$ cat src/rtl/snake_ctrl.sv
// snake_ctrl: game controller feeding snake_field.
// Turns debounced buttons into a start/pause/restart FSM, emits a periodic
// step pulse, filters the direction command and runs a free-running seed.
// Optional macro SNAKE_DIR_QUEUE_EN: buffer up to two direction presses
// between steps instead of a single direction register.
module snake_ctrl #(
    parameter logic [7:0] SIZE_X   = 8'd10,
    parameter logic [7:0] SIZE_Y   = 8'd10,
    parameter int         SBITS    = $clog2(int'(SIZE_X) * int'(SIZE_Y)),
    parameter int         STEP_DIV = 25_000_000
) (
    input  logic             clk,
    input  logic             rst_n,
    input  logic             btn_up,
    input  logic             btn_right,
    input  logic             btn_down,
    input  logic             btn_left,
    input  logic             btn_start,
    input  logic             restart,
    output logic             start,
    output logic             step,
    output logic [1:0]       snake_dir,
    output logic [SBITS-1:0] seed,
    output logic             paused
);

    localparam int               CELLS    = int'(SIZE_X) * int'(SIZE_Y);
    localparam int               TBITS    = (STEP_DIV > 1) ? $clog2(STEP_DIV) : 1;
    localparam logic [SBITS-1:0] SEED_MAX = SBITS'(CELLS - 1);
    localparam logic [TBITS-1:0] TICK_MAX = TBITS'(STEP_DIV - 1);

    typedef enum logic [1:0] {
        ST_IDLE  = 2'd0,
        ST_START = 2'd1,
        ST_RUN   = 2'd2,
        ST_PAUSE = 2'd3
    } state_t;

    state_t           state_q, state_d;
    logic [4:0]       btn_now;
    logic [4:0]       btn_q;
    logic [4:0]       rise;
    logic [TBITS-1:0] tick_q, tick_d;
    logic             step_q, step_d;
    logic [SBITS-1:0] seed_q, seed_d;
    logic [1:0]       cur_dir_q, cur_dir_d;
    logic             start_rise;
    logic             dir_rise_any;
    logic [1:0]       dir_win;
    logic             dir_ok;
    logic             run_stay;

    // Bit order: 0 up, 1 right, 2 down, 3 left, 4 start.
    assign btn_now = {btn_start, btn_left, btn_down, btn_right, btn_up};

    genvar gi;
    generate
        for (gi = 0; gi < 5; gi++) begin : g_rise
            assign rise[gi] = btn_now[gi] & ~btn_q[gi];
        end
    endgenerate

    assign start_rise   = rise[4];
    assign dir_rise_any = |rise[3:0];

    // Pick the single highest-priority direction rise: up > right > down > left.
    always_comb begin
        dir_win = 2'd3;
        if (rise[0])      dir_win = 2'd0;
        else if (rise[1]) dir_win = 2'd1;
        else if (rise[2]) dir_win = 2'd2;
    end

    assign dir_ok = dir_rise_any && ((state_q == ST_RUN) || (state_q == ST_PAUSE));

    // FSM state register.
    always_ff @(posedge clk or negedge rst_n) begin
        if (!rst_n) state_q <= ST_IDLE;
        else        state_q <= state_d;
    end

    // FSM next state; restart always beats a simultaneous start press.
    always_comb begin
        state_d = state_q;
        case (state_q)
            ST_IDLE:  if (restart || start_rise) state_d = ST_START;
            ST_START: state_d = ST_RUN;
            ST_RUN: begin
                if (restart)         state_d = ST_START;
                else if (start_rise) state_d = ST_PAUSE;
            end
            ST_PAUSE: begin
                if (restart)         state_d = ST_START;
                else if (start_rise) state_d = ST_RUN;
            end
            default:  state_d = ST_IDLE;
        endcase
    end

    // Tick, step, seed and committed direction next-state. The counter only
    // advances while staying in RUN, so a pause or restart taken on the
    // terminal count freezes it there and no step escapes outside RUN.
    always_comb begin
        run_stay = (state_q == ST_RUN) && (state_d == ST_RUN);
        tick_d   = tick_q;
        if (state_q == ST_START) begin
            tick_d = '0;
        end else if (run_stay) begin
            tick_d = (tick_q == TICK_MAX) ? '0 : tick_q + 1'b1;
        end
        step_d = run_stay && (tick_q == TICK_MAX);
        seed_d = (seed_q == SEED_MAX) ? '0 : seed_q + 1'b1;
        cur_dir_d = cur_dir_q;
        if (state_q == ST_START) cur_dir_d = 2'd1;
        else if (step_q)         cur_dir_d = snake_dir;
    end

    // Button history, tick counter, step pulse, seed and committed direction.
    always_ff @(posedge clk or negedge rst_n) begin
        if (!rst_n) begin
            btn_q     <= '0;
            tick_q    <= '0;
            step_q    <= 1'b0;
            seed_q    <= '0;
            cur_dir_q <= 2'd1;
        end else begin
            btn_q     <= btn_now;
            tick_q    <= tick_d;
            step_q    <= step_d;
            seed_q    <= seed_d;
            cur_dir_q <= cur_dir_d;
        end
    end

`ifdef SNAKE_DIR_QUEUE_EN
    // Two-entry direction FIFO; fifo0 is the head.
    logic [1:0] fifo0_q, fifo0_d;
    logic [1:0] fifo1_q, fifo1_d;
    logic [1:0] cnt_q, cnt_d;
    logic [1:0] last_dir;
    logic [1:0] cnt_after_pop;
    logic       pop;
    logic       push;

    // Push/pop decision; an empty FIFO compares against cur_dir.
    always_comb begin
        case (cnt_q)
            2'd1:    last_dir = fifo0_q;
            2'd2:    last_dir = fifo1_q;
            default: last_dir = cur_dir_q;
        endcase
        pop  = step_q && (cnt_q != 2'd0);
        push = dir_ok && (dir_win != last_dir) && ((dir_win ^ last_dir) != 2'd2)
               && ((cnt_q != 2'd2) || pop);
        cnt_after_pop = cnt_q - {1'b0, pop};
        fifo0_d = fifo0_q;
        fifo1_d = fifo1_q;
        if (pop) fifo0_d = fifo1_q;
        if (push) begin
            if (cnt_after_pop == 2'd0) fifo0_d = dir_win;
            else                       fifo1_d = dir_win;
        end
        cnt_d = cnt_after_pop + {1'b0, push};
        if (state_q == ST_START) cnt_d = 2'd0;
    end

    // FIFO storage; flushed at reset and on every new game.
    always_ff @(posedge clk or negedge rst_n) begin
        if (!rst_n) begin
            fifo0_q <= 2'd1;
            fifo1_q <= 2'd1;
            cnt_q   <= 2'd0;
        end else begin
            fifo0_q <= fifo0_d;
            fifo1_q <= fifo1_d;
            cnt_q   <= cnt_d;
        end
    end

    assign snake_dir = (cnt_q != 2'd0) ? fifo0_q : cur_dir_q;
`else
    logic [1:0] snake_dir_q, snake_dir_d;

    // Single direction register; reversals of the committed direction are dropped.
    always_comb begin
        snake_dir_d = snake_dir_q;
        if (state_q == ST_START) begin
            snake_dir_d = 2'd1;
        end else if (dir_ok && ((dir_win ^ cur_dir_q) != 2'd2)) begin
            snake_dir_d = dir_win;
        end
    end

    // Direction register.
    always_ff @(posedge clk or negedge rst_n) begin
        if (!rst_n) snake_dir_q <= 2'd1;
        else        snake_dir_q <= snake_dir_d;
    end

    assign snake_dir = snake_dir_q;
`endif

    assign start  = (state_q == ST_START);
    assign paused = (state_q == ST_PAUSE);
    assign step   = step_q;
    assign seed   = seed_q;

endmodule

$ cat config.mk
export PLATFORM = sky130hd
export DESIGN_NAME = snake_ctrl
export DESIGN_NICKNAME = d
export VERILOG_FILES = /design/src/rtl/snake_ctrl.sv
export SDC_FILE = /design/constraint.sdc
export NUM_CORES = 1
export LEC_CHECK = 0
export ABC_AREA = 0
export CORE_UTILIZATION = 59
export CTS_BUF_LIST = sky130_fd_sc_hd__clkbuf_4 sky130_fd_sc_hd__clkbuf_8
export DETAILED_ROUTE_END_ITERATION = 16
export PLACE_DENSITY = 0.86
export SLEW_MARGIN = 20
export SYNTH_ARGS = -nofsm -noshare
export SYNTH_HDL_FRONTEND = slang
export SYNTH_SLANG_ARGS = --single-unit
export TNS_END_PERCENT = 100
$ cat constraint.sdc
create_clock -name clk -period 2 [get_ports clk]
set_input_delay 0.2 -clock clk [delete_from_list [all_inputs] [get_ports clk]]
set_output_delay 0.2 -clock clk [all_outputs]
set_load 0.02 [all_outputs]
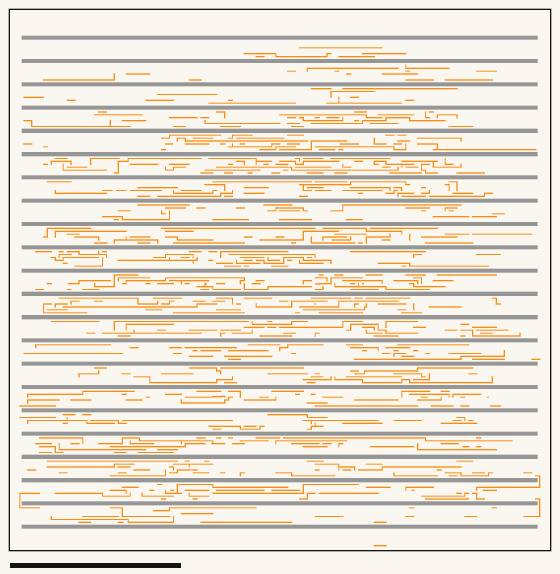
run_1/m1.png
The bar under the picture is 20 um long. Supply wires on this layer in grey.
241 nets have wire on it. The longest straight run is 17.9 um. The layer holds 44% of the routed length.

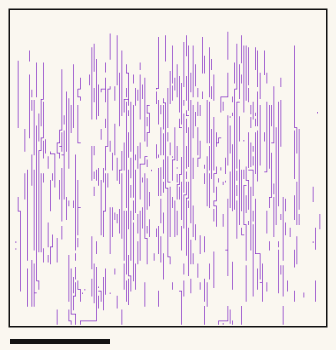
run_1/m2.png
The bar under the picture is 20 um long.
222 nets have wire on it. The wires run mostly vertical. The layer holds 50% of the routed length.

==> impl_metrics.xml, run 1 <==
<?xml version="1.0" encoding="UTF-8"?>
<metrics>
  <group name="finish">
    <metric name="finish.utilization" unit="">0.770</metric>
    <metric name="layout_top_cell" unit="">sky130_fd_sc_hd__dfrtp_1</metric>
    <metric name="nNetsFinal" unit="">264</metric>
    <metric name="final.fill_count" unit="">236</metric>
  </group>
  <group name="min_path">
    <metric name="holdCritStartpoint" unit="">btn_start</metric>
    <metric name="hold_path_end" unit="">btn_q[4]</metric>
  </group>
  <group name="yosys">
    <metric name="synthesis.area" unit="sq mm">0.00220</metric>
    <metric name="ys_types" unit="">40</metric>
  </group>
  <group name="critical_path">
    <metric name="timing_worst_setup_path_type" unit="">reg2reg</metric>
    <metric name="reg2reg_to" unit="">tick_q[16]</metric>
    <metric name="reg2reg_depth" unit="">5</metric>
    <metric name="endpoint_kind" unit="">flip-flop</metric>
  </group>
  <group name="cts">
    <metric name="h_tree_levels" unit="">2</metric>
  </group>
  <group name="final_timing">
    <metric name="setup_viol" unit="">0</metric>
    <metric name="hold_viol" unit="">0</metric>
    <metric name="max_freq" unit="GHz">0.517</metric>
    <metric name="fin_setup_tns" unit="ns">0</metric>
    <metric name="worst_pin_slew" unit="ns">0.655</metric>
    <metric name="slew_hr" unit="">0.559</metric>
  </group>
  <group name="floorplan">
    <metric name="ios" unit="">20</metric>
    <metric name="dieArea" unit="sq mm">0.00398</metric>
    <metric name="die_w" unit="um">63.1</metric>
    <metric name="fp.dieH" unit="um">63.1</metric>
  </group>
  <group name="power">
    <metric name="power_density_over_cell_area" unit="mW/mm^2">826</metric>
  </group>
  <group name="global_routing">
    <metric name="pin_count_of_the_biggest_net_entering_global_routing" unit="">24</metric>
    <metric name="globalRoute.totalOverflow" unit="">0</metric>
    <metric name="grt_pass1_wl" unit="um">8160</metric>
    <metric name="grt_antenna_before_repair" unit="">0</metric>
  </group>
  <group name="job">
    <metric name="openroad_warning_count" unit="">26</metric>
  </group>
  <group name="run_status">
    <metric name="outcome" unit="">complete, no violations</metric>
  </group>
  <group name="drt">
    <metric name="drt_iter0_markers" unit="">85</metric>
    <metric name="drt_drc_violations_left" unit="">0</metric>
  </group>
</metrics>
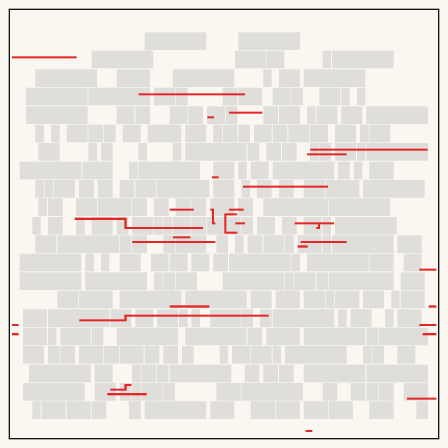
run_1/m3.png
Cells faint in the background.
The layer holds 3.9% of the routed length. The longest straight run is 20.9 um. The layer carries 184 um of wire. 23 nets have wire on it.
total via count in the routed design: 1,774
met3 track utilization from global routing: 0.0652
final wirelength: 4690 um

[run 1: cells in the mapped netlist (all sizes together)]
| cell type | instances | area share |
|---|---|---|
| nor2 | 30 | 0.051 |
| a211oi | 1 | 0.0034 |
| a21o | 1 | 0.0034 |
| nor3 | 8 | 0.018 |
| o221ai | 2 | 0.0080 |
| inv | 4 | 0.0068 |
| mux2i | 4 | 0.018 |
| dfrtp | 42 | 0.48 |
| nand3 | 12 | 0.030 |
| xnor2 | 17 | 0.068 |
| nor4 | 7 | 0.023 |
| a21oi | 1 | 0.0023 |
| nand4 | 10 | 0.028 |
| nor2b | 4 | 0.011 |
| nor4bb | 1 | 0.0045 |
| a41oi | 1 | 0.0040 |
| and4 | 2 | 0.0080 |
| buf | 4 | 0.0091 |
| o21ai | 6 | 0.014 |
| and3 | 6 | 0.017 |
| o31a | 1 | 0.0040 |
| or3 | 1 | 0.0028 |
| or4 | 2 | 0.0068 |
| or4b | 1 | 0.0063 |
| o21a | 1 | 0.0034 |
| ha | 2 | 0.011 |
| nor3b | 2 | 0.0068 |
| nand2b | 7 | 0.020 |
| dfstp | 2 | 0.024 |
| nor4b | 3 | 0.012 |
| and2 | 3 | 0.0085 |
| clkbuf | 1 | 0.0017 |
| xor2 | 11 | 0.044 |
| o22ai | 1 | 0.0028 |
| or2 | 2 | 0.0057 |
| o31ai | 2 | 0.013 |
| nand2 | 13 | 0.022 |
[run 1: worst max-delay path, stage by stage (launching register included)]
cell                      delay, ns
sky130_fd_sc_hd__dfrtp_1       0.46
sky130_fd_sc_hd__and4_1        0.27
sky130_fd_sc_hd__nand4_1       0.34
sky130_fd_sc_hd__nor4b_1       0.52
sky130_fd_sc_hd__xnor2_1       0.18
sky130_fd_sc_hd__nor2_1        0.06
[run 1: state kept, by name, indices dropped and copies added, names as in the netlist]
name and count:
seed 7, snake_dir 2, cur_dir_q 2, state_q 2, tick_q 25, btn_q 5, step 1
[run 1: power breakdown]
group / switching, mW / internal (mW)
clock network: 0.292 / 0.275
registers: 0.0553 / 0.953
logic: 0.358 / 0.255
[run 1: cell families after synthesis]
kind of cell	synth area share
AND/OR/NAND/NOR	0.282
flip-flops	0.501
XOR/XNOR	0.111
AND-OR/OR-AND	0.0580
buffers and inverters	0.0176
multiplexers	0.0182
adder cells (fa/ha/maj)	0.0114
[run 1: routing by layer]
| metal | routed length, um | share of wire | vias up | GRT usage |
|---|---|---|---|---|
| li1 | - | - | 840 | - |
| met1 | 2080 | 0.44 | 876 | 0.351 |
| met2 | 2340 | 0.50 | 48 | 0.434 |
| met3 | 183 | 0.039 | 10 | 0.0652 |
| met4 | 92 | 0.020 | 0 | 0.110 |
| met5 | 0 | 0 | - | 0 |
[run 1: final cells by class]
type	count	area, sq um	share of cell area
sequential	44	1100	0.416
multi-input combinational	165	1070	0.403
timing repair buffer	34	313	0.118
tap	46	57.6	0.0217
clock inverter	2	10.0	0.00378
inverter	4	15.0	0.00566
clock buffer	6	82.6	0.0311
[run 1: what timing repair did]
| item | CTS | global route |
|---|---|---|
| gates resized | 0 | 1 |
| hold buffers | 1 | 0 |
| hold endpoints to repair | 19 | 0 |
| endpoints found under the setup margin | 0 | 1 |
run_1/congestion_map.png
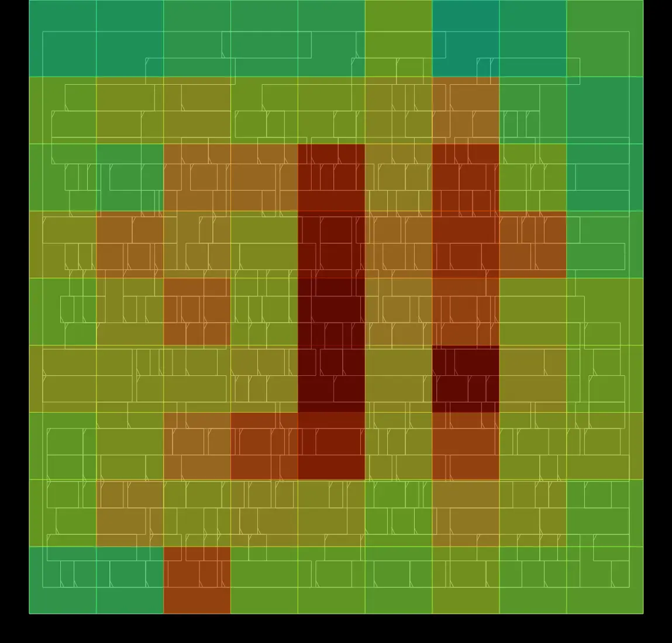

==> run 2, diff against run 1 <==
==> constraint.sdc (replaced) <==
create_clock -name clk -period 2 [get_ports clk]
set_input_delay 0.3 -clock clk [delete_from_list [all_inputs] [get_ports clk]]
set_output_delay 0.3 -clock clk [all_outputs]
set_load 0.01 [all_outputs]
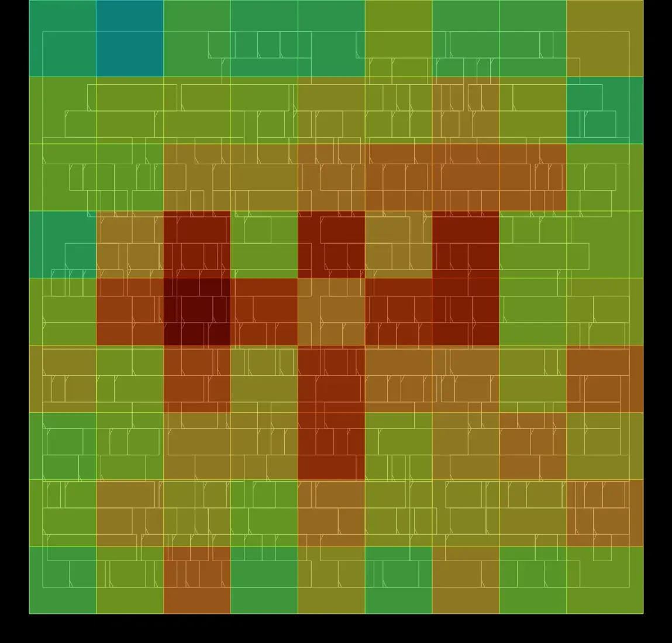
run_2/congestion_map.png
total global-route track usage: 0.289
Top Usage Layer GRT: met2
met3 track utilization from global routing: 0.0489
met2 Use GR: 0.470
met1 Track Usage GR: 0.388

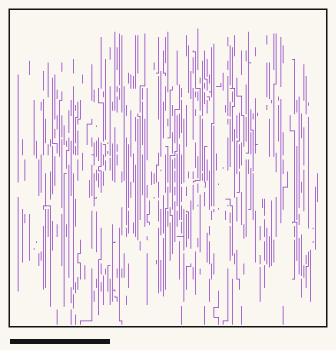
run_2/m2.png
The bar under the picture is 20 um long.
222 nets have wire on it. The layer carries 2,490 um of wire. The longest straight run is 26.5 um. The layer holds 49% of the routed length. The wires run mostly vertical.

==> run 2 against run 1 <==
Routed wire length up 7.8%. Via count hardly changed. Register-to-register slack about the same. Combinational power shrank 3%. Critical path depth is 2 lower. Die area is the same. Synthesized area unchanged. Setup slack worse by 0.00090 ns. Fmax hardly changed. Worst hold slack gained 0.11 ns. Non-clock buffer count grew 1. Critical endpoint is now start. Highest routed layer unchanged.
==> impl_metrics.xml, run 2 <==
<?xml version="1.0" encoding="UTF-8"?>
<metrics>
  <group name="yosys">
    <metric name="synth-async-reset-ratio" unit="">1.00</metric>
    <metric name="topCellsByArea" unit="">sky130_fd_sc_hd__dfrtp_1 48%, sky130_fd_sc_hd__xnor2_1 6.8%, sky130_fd_sc_hd__nor2_1 5.1%, sky130_fd_sc_hd__xor2_1 4.4%, sky130_fd_sc_hd__nand4_1 2.8%</metric>
    <metric name="ys_types" unit="">40</metric>
    <metric name="synth_top_cell_by_count" unit="">sky130_fd_sc_hd__dfrtp_1</metric>
    <metric name="flip_flops_with_a_built_in_enable" unit="">0</metric>
    <metric name="synthesis.area" unit="sq mm">0.00220</metric>
    <metric name="synth.top_cells.by_count" unit="">42 x sky130_fd_sc_hd__dfrtp_1, 30 x sky130_fd_sc_hd__nor2_1, 17 x sky130_fd_sc_hd__xnor2_1, 13 x sky130_fd_sc_hd__nand2_1</metric>
    <metric name="yosysTopAreaCellShare" unit="">0.478</metric>
  </group>
  <group name="final_timing">
    <metric name="max_freq" unit="GHz">0.517</metric>
    <metric name="hold_viol" unit="">0</metric>
    <metric name="slew_hr" unit="">0.621</metric>
    <metric name="worst_pin_slew" unit="ns">0.563</metric>
    <metric name="fin_setup_tns" unit="ns">0</metric>
  </group>
  <group name="cts">
    <metric name="clockRootBuffer" unit="">sky130_fd_sc_hd__clkbuf_8</metric>
    <metric name="cts.reportedPaths.clkPinSlew" unit="ns">0.08</metric>
    <metric name="h_tree_levels" unit="">2</metric>
  </group>
  <group name="run_status">
    <metric name="outcome" unit="">complete, no violations</metric>
  </group>
  <group name="finish">
    <metric name="finish.utilization" unit="">0.792</metric>
    <metric name="max_flop_register" unit="">tick_q</metric>
    <metric name="nNetsFinal" unit="">265</metric>
    <metric name="largest_register_ffs" unit="">25</metric>
  </group>
  <group name="global_routing">
    <metric name="grt_antenna_before_repair" unit="">0</metric>
    <metric name="globalRoute.totalOverflow" unit="">0</metric>
    <metric name="grt_pass1_wl" unit="um">8770</metric>
  </group>
  <group name="critical_path">
    <metric name="endpoint_kind" unit="">primary output</metric>
    <metric name="timing_worst_setup_path_type" unit="">reg2out</metric>
  </group>
  <group name="power">
    <metric name="power_density_over_cell_area" unit="mW/mm^2">924</metric>
  </group>
  <group name="drt">
    <metric name="drt_drc_violations_left" unit="">0</metric>
    <metric name="drt_iter0_markers" unit="">124</metric>
  </group>
  <group name="floorplan">
    <metric name="die_w" unit="um">63.1</metric>
    <metric name="dieArea" unit="sq mm">0.00398</metric>
    <metric name="ios" unit="">20</metric>
  </group>
</metrics>
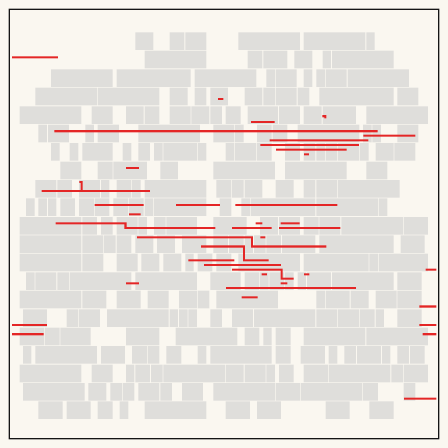
run_2/m3.png
Cells faint in the background.
The layer carries 307 um of wire. The layer holds 6.1% of the routed length.
total via count in the routed design: 1,773
final wirelength: 5060 um

run 2: cell counts after synthesis:
No cell type changed its count.
run 2: area by class of cell:
type / count / area, sq um / share of cell area
inverters: 4 / 15.0 / 0.00551
well taps: 46 / 57.6 / 0.0211
flip-flops and latches: 44 / 1100 / 0.405
clock inverters: 3 / 90.1 / 0.0331
repair buffers: 35 / 320 / 0.118
multi-input cells: 165 / 1070 / 0.393
clock buffers: 5 / 68.8 / 0.0253
run 2: path summary, 6_finish.rpt:
kind                                 start    endpoint  depth (start not counted)
worst min register to register     seed[0]     seed[0]                          1
worst max register to register  tick_q[20]  tick_q[16]                          5
worst max-delay path            state_q[1]       start                          3
max in group asynchronous            rst_n  tick_q[24]                          3
worst min-delay path             btn_start    btn_q[4]                          1
min in group asynchronous            rst_n    btn_q[1]                          2
run 2: kinds of logic after synthesis:
logic type,synth area share
fa+ha+maj,0.0114
flops,0.501
simple gates,0.282
mux,0.0182
compound gates,0.0580
buf+inv,0.0176
xor+xnor,0.111
run 2: worst max-delay path, cell delays in order (launching register included):
cell	delay, ns
sky130_fd_sc_hd__dfrtp_1	0.41
sky130_fd_sc_hd__nand2b_1	0.27
sky130_fd_sc_hd__inv_1	0.13
sky130_fd_sc_hd__clkdlybuf4s50_1	0.54
run 2: report_power, final:
group / leakage, nW / internal, mW / switching (mW)
clock: 0.0784 / 0.624 / 0.296
sequential: 0.575 / 0.953 / 0.0516
combinational: 0.479 / 0.259 / 0.334
total: 1.13 / 1.84 / 0.682
run 2: per-stage QoR:
stage | hold slack, ns | total power [mW]
finish | 0.464 | 2.52
global route | 0.475 | 2.63
CTS | 0.464 | 2.54
detailed placement | 0.294 | 1.61
global placement | 0.289 | 1.58
floorplan | 0.00441 | 1.31
run 2: layer usage:
| metal | track usage | part of all wire | wire length, um |
|---|---|---|---|
| met1 | 0.388 | 0.42 | 2140 |
| met2 | 0.470 | 0.49 | 2490 |
| met3 | 0.0489 | 0.060 | 306 |
| met4 | 0.108 | 0.024 | 119 |
| met5 | 0 | 0 | 0 |
run 2: repair_timing:
item                                    4_1_cts  5_1_grt
resized                                       0        1
endpoints found under the setup margin        0        3
hold endpoints to repair                     19        0
buffers inserted                              0        0
hold buffers                                  1        0
No activity file was given, so power comes from the tool's default toggle rates.
